### src/rtl/result_drain_packer_if.sv
// result_drain_packer_if
//   Bundles the two data paths of the result drain stage:
//     - result push bus from the PE cube (iResult / iResultValid)
//     - result RAM write port (oWrEn / oAddrWr / oWrData)
//   modport master : the packer (consumes pushes, drives RAM writes)
//   modport slave  : the environment (drives pushes, observes RAM writes)
interface result_drain_packer_if #(
  parameter int NUM_CH = 27,
  parameter int ELEM_W = 8,
  parameter int WORD_W = 32,
  parameter int AW     = 11
);
  logic [ELEM_W*NUM_CH-1:0] iResult;
  logic [NUM_CH-1:0]        iResultValid;
  logic                     oWrEn;
  logic [AW-1:0]            oAddrWr;
  logic [WORD_W-1:0]        oWrData;

  modport master (input iResult, iResultValid, output oWrEn, oAddrWr, oWrData);
  modport slave  (output iResult, iResultValid, input oWrEn, oAddrWr, oWrData);
endinterface

### src/rtl/result_drain_packer.sv
// result_drain_packer
//   Drains per-channel PE results into the result RAM. Every channel has its
//   own FWFT FIFO; once all channels hold data, one row (one element per
//   channel) is packed into NWORDS RAM words of EPW lanes, last word zero
//   padded, and written at consecutive addresses wrapping at RAM_DEPTH.
// Ports
//   iClk, iRst     clock, async active-high reset
//   iStart         arm a job (only honoured in IDLE)
//   iBaseAddr      first RAM address of the job
//   iNumRows       rows in the job (0 -> immediate done, no writes)
//   bus            push bus in / RAM write port out (master modport)
//   oBusy          job in progress, held through the final write cycle
//   oDone          one-cycle pulse with the job's final write
//   oOverflow      sticky: a push was dropped on a full FIFO
module result_drain_packer #(
  parameter int NUM_CH     = 27,
  parameter int ELEM_W     = 8,
  parameter int WORD_W     = 32,
  parameter int FIFO_DEPTH = 16,
  parameter int RAM_DEPTH  = 2048,
  localparam int AW        = $clog2(RAM_DEPTH)
) (
  input  logic                 iClk,
  input  logic                 iRst,
  input  logic                 iStart,
  input  logic [AW-1:0]        iBaseAddr,
  input  logic [15:0]          iNumRows,
  result_drain_packer_if.master bus,
  output logic                 oBusy,
  output logic                 oDone,
  output logic                 oOverflow
);
  localparam int EPW    = WORD_W / ELEM_W;
  localparam int NWORDS = (NUM_CH + EPW - 1) / EPW;
  localparam int NLANES = NWORDS * EPW;
  localparam int PW     = $clog2(FIFO_DEPTH);
  localparam int WIDX   = (NWORDS > 1) ? $clog2(NWORDS) : 1;

  typedef enum logic [1:0] {S_IDLE, S_WAIT, S_EMIT} state_t;
  state_t r_state, w_state_nxt;

  logic [WIDX-1:0]   r_w;
  logic [AW-1:0]     r_addr;
  logic [15:0]       r_rows_left;
  logic              r_wr_en, r_done, r_ovf;
  logic [AW-1:0]     r_addr_wr;
  logic [WORD_W-1:0] r_wr_data;

  logic [NUM_CH-1:0]              w_nempty, w_pop, w_ovf;
  logic [NLANES-1:0][ELEM_W-1:0]  w_lanes;
  logic [NWORDS-1:0][WORD_W-1:0]  w_words;
  logic                           w_start, w_last_word;

  // Per-channel FWFT FIFO; pointers carry one extra wrap bit so full and
  // empty are distinguishable without a separate count.
  for (genvar c = 0; c < NUM_CH; c++) begin : g_ch
    logic [ELEM_W-1:0] r_mem [FIFO_DEPTH];
    logic [PW:0]       r_wp, r_rp;
    logic              w_full, w_push;

    assign w_full      = (r_wp[PW] != r_rp[PW]) && (r_wp[PW-1:0] == r_rp[PW-1:0]);
    assign w_nempty[c] = (r_wp != r_rp);
    assign w_pop[c]    = (r_state == S_EMIT) && (r_w == WIDX'(c / EPW));
    // A pop in the same cycle frees the slot, so push-on-full is accepted then.
    assign w_push      = bus.iResultValid[c] && (!w_full || w_pop[c]);
    assign w_ovf[c]    = bus.iResultValid[c] && w_full && !w_pop[c];
    assign w_lanes[c]  = r_mem[r_rp[PW-1:0]];

    always_ff @(posedge iClk)
      if (w_push) r_mem[r_wp[PW-1:0]] <= bus.iResult[ELEM_W*c +: ELEM_W];

    always_ff @(posedge iClk or posedge iRst) begin
      if (iRst) begin
        r_wp <= '0;
        r_rp <= '0;
      end else begin
        if (w_push)   r_wp <= r_wp + 1'b1;
        if (w_pop[c]) r_rp <= r_rp + 1'b1;
      end
    end
  end

  // Lanes past the last channel pad the final word with zeros.
  for (genvar c = NUM_CH; c < NLANES; c++) begin : g_pad
    assign w_lanes[c] = '0;
  end

  assign w_words     = w_lanes;
  assign w_start     = (r_state == S_IDLE) && iStart;
  assign w_last_word = (r_w == WIDX'(NWORDS - 1));

  always_comb begin
    w_state_nxt = r_state;
    unique case (r_state)
      S_IDLE:  if (iStart && (iNumRows != 16'd0)) w_state_nxt = S_WAIT;
      S_WAIT:  if (&w_nempty) w_state_nxt = S_EMIT;
      S_EMIT:  if (w_last_word) w_state_nxt = (r_rows_left == 16'd1) ? S_IDLE : S_WAIT;
      default: w_state_nxt = S_IDLE;
    endcase
  end

  always_ff @(posedge iClk or posedge iRst) begin
    if (iRst) begin
      r_state     <= S_IDLE;
      r_w         <= '0;
      r_addr      <= '0;
      r_rows_left <= '0;
      r_wr_en     <= 1'b0;
      r_addr_wr   <= '0;
      r_wr_data   <= '0;
      r_done      <= 1'b0;
      r_ovf       <= 1'b0;
    end else begin
      r_state   <= w_state_nxt;
      r_wr_en   <= 1'b0;
      r_addr_wr <= '0;
      r_wr_data <= '0;
      r_done    <= 1'b0;
      r_ovf     <= (w_start ? 1'b0 : r_ovf) | (|w_ovf);
      if (w_start) begin
        r_addr      <= iBaseAddr;
        r_rows_left <= iNumRows;
        r_done      <= (iNumRows == 16'd0);
      end
      if (r_state == S_WAIT) r_w <= '0;
      if (r_state == S_EMIT) begin
        r_wr_en   <= 1'b1;
        r_addr_wr <= r_addr;
        r_wr_data <= w_words[r_w];
        r_addr    <= (r_addr == AW'(RAM_DEPTH - 1)) ? '0 : r_addr + 1'b1;
        r_w       <= r_w + 1'b1;
        if (w_last_word) begin
          r_rows_left <= r_rows_left - 1'b1;
          r_done      <= (r_rows_left == 16'd1);
        end
      end
    end
  end

  assign bus.oWrEn   = r_wr_en;
  assign bus.oAddrWr = r_addr_wr;
  assign bus.oWrData = r_wr_data;
  assign oDone       = r_done;
  assign oOverflow   = r_ovf;
  // The final write leaves the FSM already in IDLE; keep busy up through it.
  assign oBusy       = (r_state != S_IDLE) || r_wr_en;
endmodule
### src/flat_wrapper.sv
// flat-port wrapper written by rule: the top's interface ports become plain ports
module result_drain_packer_flat 
#(
  parameter int NUM_CH     = 27,
  parameter int ELEM_W     = 8,
  parameter int WORD_W     = 32,
  parameter int FIFO_DEPTH = 16,
  parameter int RAM_DEPTH  = 2048,
  localparam int AW        = $clog2(RAM_DEPTH)
)
  (iClk, iRst, iStart, iBaseAddr, iNumRows, oBusy, oDone, oOverflow, bus_iResult, bus_iResultValid, bus_oWrEn, bus_oAddrWr, bus_oWrData);
  result_drain_packer_if #(.NUM_CH(NUM_CH), .ELEM_W(ELEM_W), .WORD_W(WORD_W)) bus_i ();
  input  logic iClk;
  input  logic iRst;
  input  logic iStart;
  input  logic [AW-1:0] iBaseAddr;
  input  logic [15:0] iNumRows;
  output logic oBusy;
  output logic oDone;
  output logic oOverflow;
  input wire logic [$bits(bus_i.iResult)-1:0] bus_iResult;
  input wire logic [$bits(bus_i.iResultValid)-1:0] bus_iResultValid;
  output wire logic [$bits(bus_i.oWrEn)-1:0] bus_oWrEn;
  output wire logic [$bits(bus_i.oAddrWr)-1:0] bus_oAddrWr;
  output wire logic [$bits(bus_i.oWrData)-1:0] bus_oWrData;
  assign bus_i.iResult = bus_iResult;
  assign bus_i.iResultValid = bus_iResultValid;
  assign bus_oWrEn = bus_i.oWrEn;
  assign bus_oAddrWr = bus_i.oAddrWr;
  assign bus_oWrData = bus_i.oWrData;
  result_drain_packer #(.NUM_CH(NUM_CH), .ELEM_W(ELEM_W), .WORD_W(WORD_W), .FIFO_DEPTH(FIFO_DEPTH), .RAM_DEPTH(RAM_DEPTH)) u_core (.iClk(iClk), .iRst(iRst), .iStart(iStart), .iBaseAddr(iBaseAddr), .iNumRows(iNumRows), .bus(bus_i), .oBusy(oBusy), .oDone(oDone), .oOverflow(oOverflow));
endmodule
### config.mk
export PLATFORM = sky130hd
export DESIGN_NAME = result_drain_packer_flat
export DESIGN_NICKNAME = d
export VERILOG_FILES = /design/src/rtl/result_drain_packer_if.sv /design/src/rtl/result_drain_packer.sv /design/src/flat_wrapper.sv
export SDC_FILE = /design/constraint.sdc
export NUM_CORES = 2
export LEC_CHECK = 0
export CORE_UTILIZATION = 62
export DETAILED_ROUTE_END_ITERATION = 10
export PLACE_DENSITY = 0.8
export RECOVER_POWER = 100
export SKIP_LAST_GASP = 1
export SLEW_MARGIN = 10
export SYNTH_ARGS = -nofsm -noshare
export SYNTH_HDL_FRONTEND = slang
export SYNTH_SLANG_ARGS = --single-unit
### constraint.sdc
create_clock -name iClk -period 12.3 [get_ports iClk]
set_input_delay 1.23 -clock iClk [delete_from_list [all_inputs] [get_ports iClk]]
set_output_delay 1.23 -clock iClk [all_outputs]
set_load 0.05 [all_outputs]
==> results_slide.txt <==
Run Summary

Status
  • Run status: finished with violations
  • Violated checks: capacitance limit, slew limit

CTS
  • CTS Buffer Depth: 4
  • Number of gates resized after cts: 0
  • Buffers inserted during post-CTS setup optimization: 0
  • TritonCTS Sinks: 3804
  • Number of buffers created by CTS: 382
  • Clock root buffer: sky130_fd_sc_hd__clkbuf_16

GRT
  • Global-route wire length before repair: 527 mm
  • Combined global-route utilization of all metal layers: 29.7%
  • Initial antenna violation count: 94
  • Congestion Overflow GR: 0

STA
  • Total count of max-transition violations in the final report: 507
  • Fin. Hold Viols: 0
  • Peak clock frequency supported by timing: 115 MHz
  • Worst max-slew margin expressed relative to the limit: -203%
  • Least-Margin Pin Slew: 4540 ps
  • Maximum clock skew at final layout: 59.5 ps

Power and ir drop
  • Combinational cell fraction of total power: 15.9%
  • NetSw: 8.99 mW
  • Flop pwr share: 49.8%

Layout
  • Flop share of the area: 66.2%
  • Combinational cell area excluding buffers and inverters: 36800 µm²
  • Top class by area: flip-flops and latches
  • Post-route design area: 170000 µm²
  • Relative area of clock buffers and inverters in the final design: 7.18%
  • Tally of clock buffers in the finished layout: 497
  • Multi-input combinational area share: 21.7%

Worst setup path
  • Critical register-to-register path endpoint: u_core.g_ch[10].r_mem[5][7]$_DFFE_PP_
  • Number of cells on the worst reg-to-reg path: 8
  • Destination of the critical timing path: u_core.g_ch[10].r_mem[5][7]$_DFFE_PP_
  • Critical Path RT: 12850 ps
  • Ordered list of cells on the worst path: inv_1 -> ha_1 -> nor2b_1 -> nand2_1 -> nand3b_1 -> and2_0 -> nand2_1 -> nor3_1
  • Crit-path max cell delay: 2850 ps

Synthesis
  • FFs w/ async S/R, synth: 9.15%
  • Leading cell types by total area after synthesis: sky130_fd_sc_hd__edfxtp_1, sky130_fd_sc_hd__mux4_2, sky130_fd_sc_hd__dfrtp_1
  • Post-synth tally of flip-flops with integrated enable: 3456
  • Leading post-synthesis cells by instance count: sky130_fd_sc_hd__edfxtp_1, sky130_fd_sc_hd__mux4_2, sky130_fd_sc_hd__dfrtp_1, sky130_fd_sc_hd__nor2_1, sky130_fd_sc_hd__xnor2_1
  • Top_reg_cell synth: sky130_fd_sc_hd__edfxtp_1

Die
  • Core ar.: 243000 µm²
  • Area enclosed by the die boundary: 247000 µm²
  • Initial Utilization: 62.4%
  • Top Ports: 320

Flow run
  • Reported max-cap violation count: 13

Place
  • GPL Wtd Cong: 0.917

Routing
  • Detailed-router iteration count before antenna repair: 6

Worst hold path
  • Worst Hold End: u_core.g_ch[22].r_rp[4]$_DFFE_PP0N_
==> layer usage <==
layer | track usage, % | routed length [µm]
met5 | 0 | 369
met1 | 40.4 | 132000
met2 | 47.2 | 177000
met4 | 13.1 | 16800
met3 | 6.17 | 34500
==> power groups by stage <==
stage / clock network [mW] / registers [mW] / logic [mW]
3_5_place_dp: 0 / 16.8 / 5.22
2_1_floorplan: 0 / 16.3 / 3.55
3_3_place_gp: 0 / 16.7 / 5.04
5_1_grt: 12.0 / 16.7 / 5.58
4_1_cts: 11.5 / 16.5 / 5.31
6_report: 11.4 / 16.6 / 5.27
==> cells by family after synthesis <==
family	count (synthesis)	synth area share, %
flip-flops	3804	74.2
AND/OR/NAND/NOR	1222	4.04
multiplexers	1083	15.5
buffers and inverters	522	1.59
XOR/XNOR	359	2.07
AND-OR/OR-AND	315	1.43
adder cells (fa/ha/maj)	147	1.21
==> worst reg2reg max path: stages (launching register included) <==
cell and delay (ps):
sky130_fd_sc_hd__dfrtp_1 420, sky130_fd_sc_hd__inv_1 100, sky130_fd_sc_hd__ha_1 1280, sky130_fd_sc_hd__nor2b_1 2860, sky130_fd_sc_hd__nand2_1 1510, sky130_fd_sc_hd__nand3b_1 410, sky130_fd_sc_hd__and2_0 550, sky130_fd_sc_hd__nand2_1 220
sky130_fd_sc_hd__nor3_1 990
==> stage by stage <==
stage | worst slack, ps | util (%) | hold slack [ps] | std cells
3_3_place_gp | 7030 | 64.8 | 476 | 10700
2_1_floorplan | 1420 | - | 460 | 7452
4_1_cts | 6830 | 69.9 | 492 | 11300
5_1_grt | 3240 | 69.8 | 499 | 11400
3_5_place_dp | 6860 | 64.8 | 477 | 10700
6_report | 3570 | 69.8 | 492 | 11400
==> sequential cells by signal (all words and copies together), names as in the netlist <==
| register | flops |
|---|---|
| u_core.g_ch.r_mem | 3456 |
| u_core.g_ch.r_rp | 135 |
| u_core.g_ch.r_wp | 135 |
| u_core.bus.oWrData | 32 |
| u_core.r_rows_left | 16 |
| u_core.bus.oAddrWr | 11 |
| u_core.r_addr | 11 |
| u_core.r_w | 3 |
| u_core.r_state | 2 |
| u_core.bus.oWrEn | 1 |
| u_core.oDone | 1 |
| u_core.oOverflow | 1 |
==> placed cells by master, fill, tap and decap left out, types with 76 or more instances in the layout <==
cell	synthesis	layout
sky130_fd_sc_hd__nand2_1	241	242
sky130_fd_sc_hd__xnor2_1	292	292
sky130_fd_sc_hd__nand4_1	118	118
sky130_fd_sc_hd__nor2_1	307	306
sky130_fd_sc_hd__dfrtp_1	348	321
sky130_fd_sc_hd__mux4_2	1008	1008
sky130_fd_sc_hd__inv_1	99	98
sky130_fd_sc_hd__clkbuf_1	192	116
sky130_fd_sc_hd__dlygate4sd3_1	0	264
sky130_fd_sc_hd__nor3_1	123	123
sky130_fd_sc_hd__and2_0	0	79
sky130_fd_sc_hd__ha_1	147	147
sky130_fd_sc_hd__nor2b_1	157	158
sky130_fd_sc_hd__clkbuf_16	0	388
sky130_fd_sc_hd__edfxtp_1	3456	3456
sky130_fd_sc_hd__o21ai_0	53	76
layer_met2.png
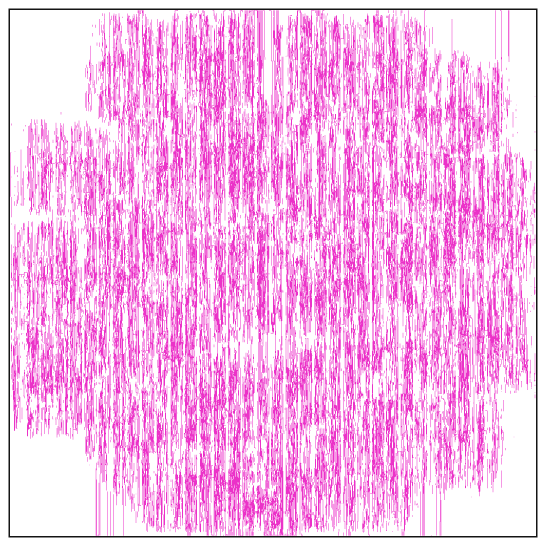
The wires run mostly vertical. The layer holds 49% of the routed length. The layer carries 177 mm of wire. The longest straight run is 157 µm.

layer_met3.png
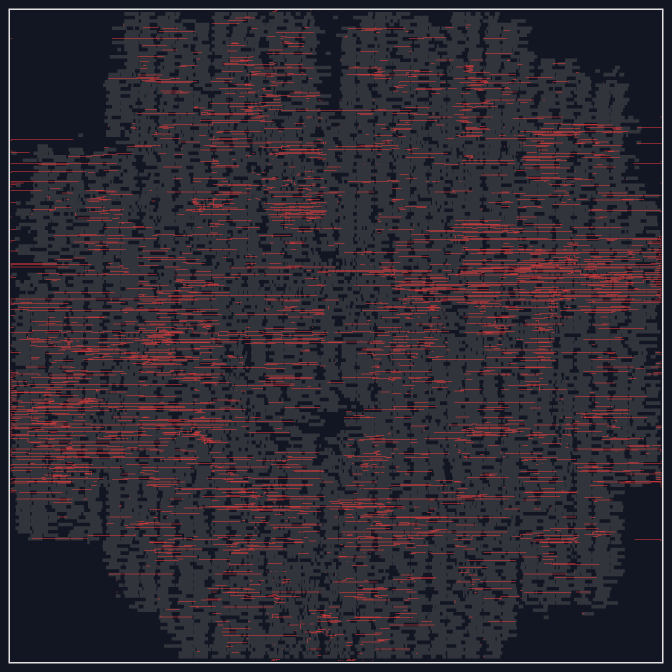
The wires run mostly horizontal. The longest straight run is 158 µm. The layer carries 34.5 mm of wire.

No activity file was given, so power comes from the tool's default toggle rates.
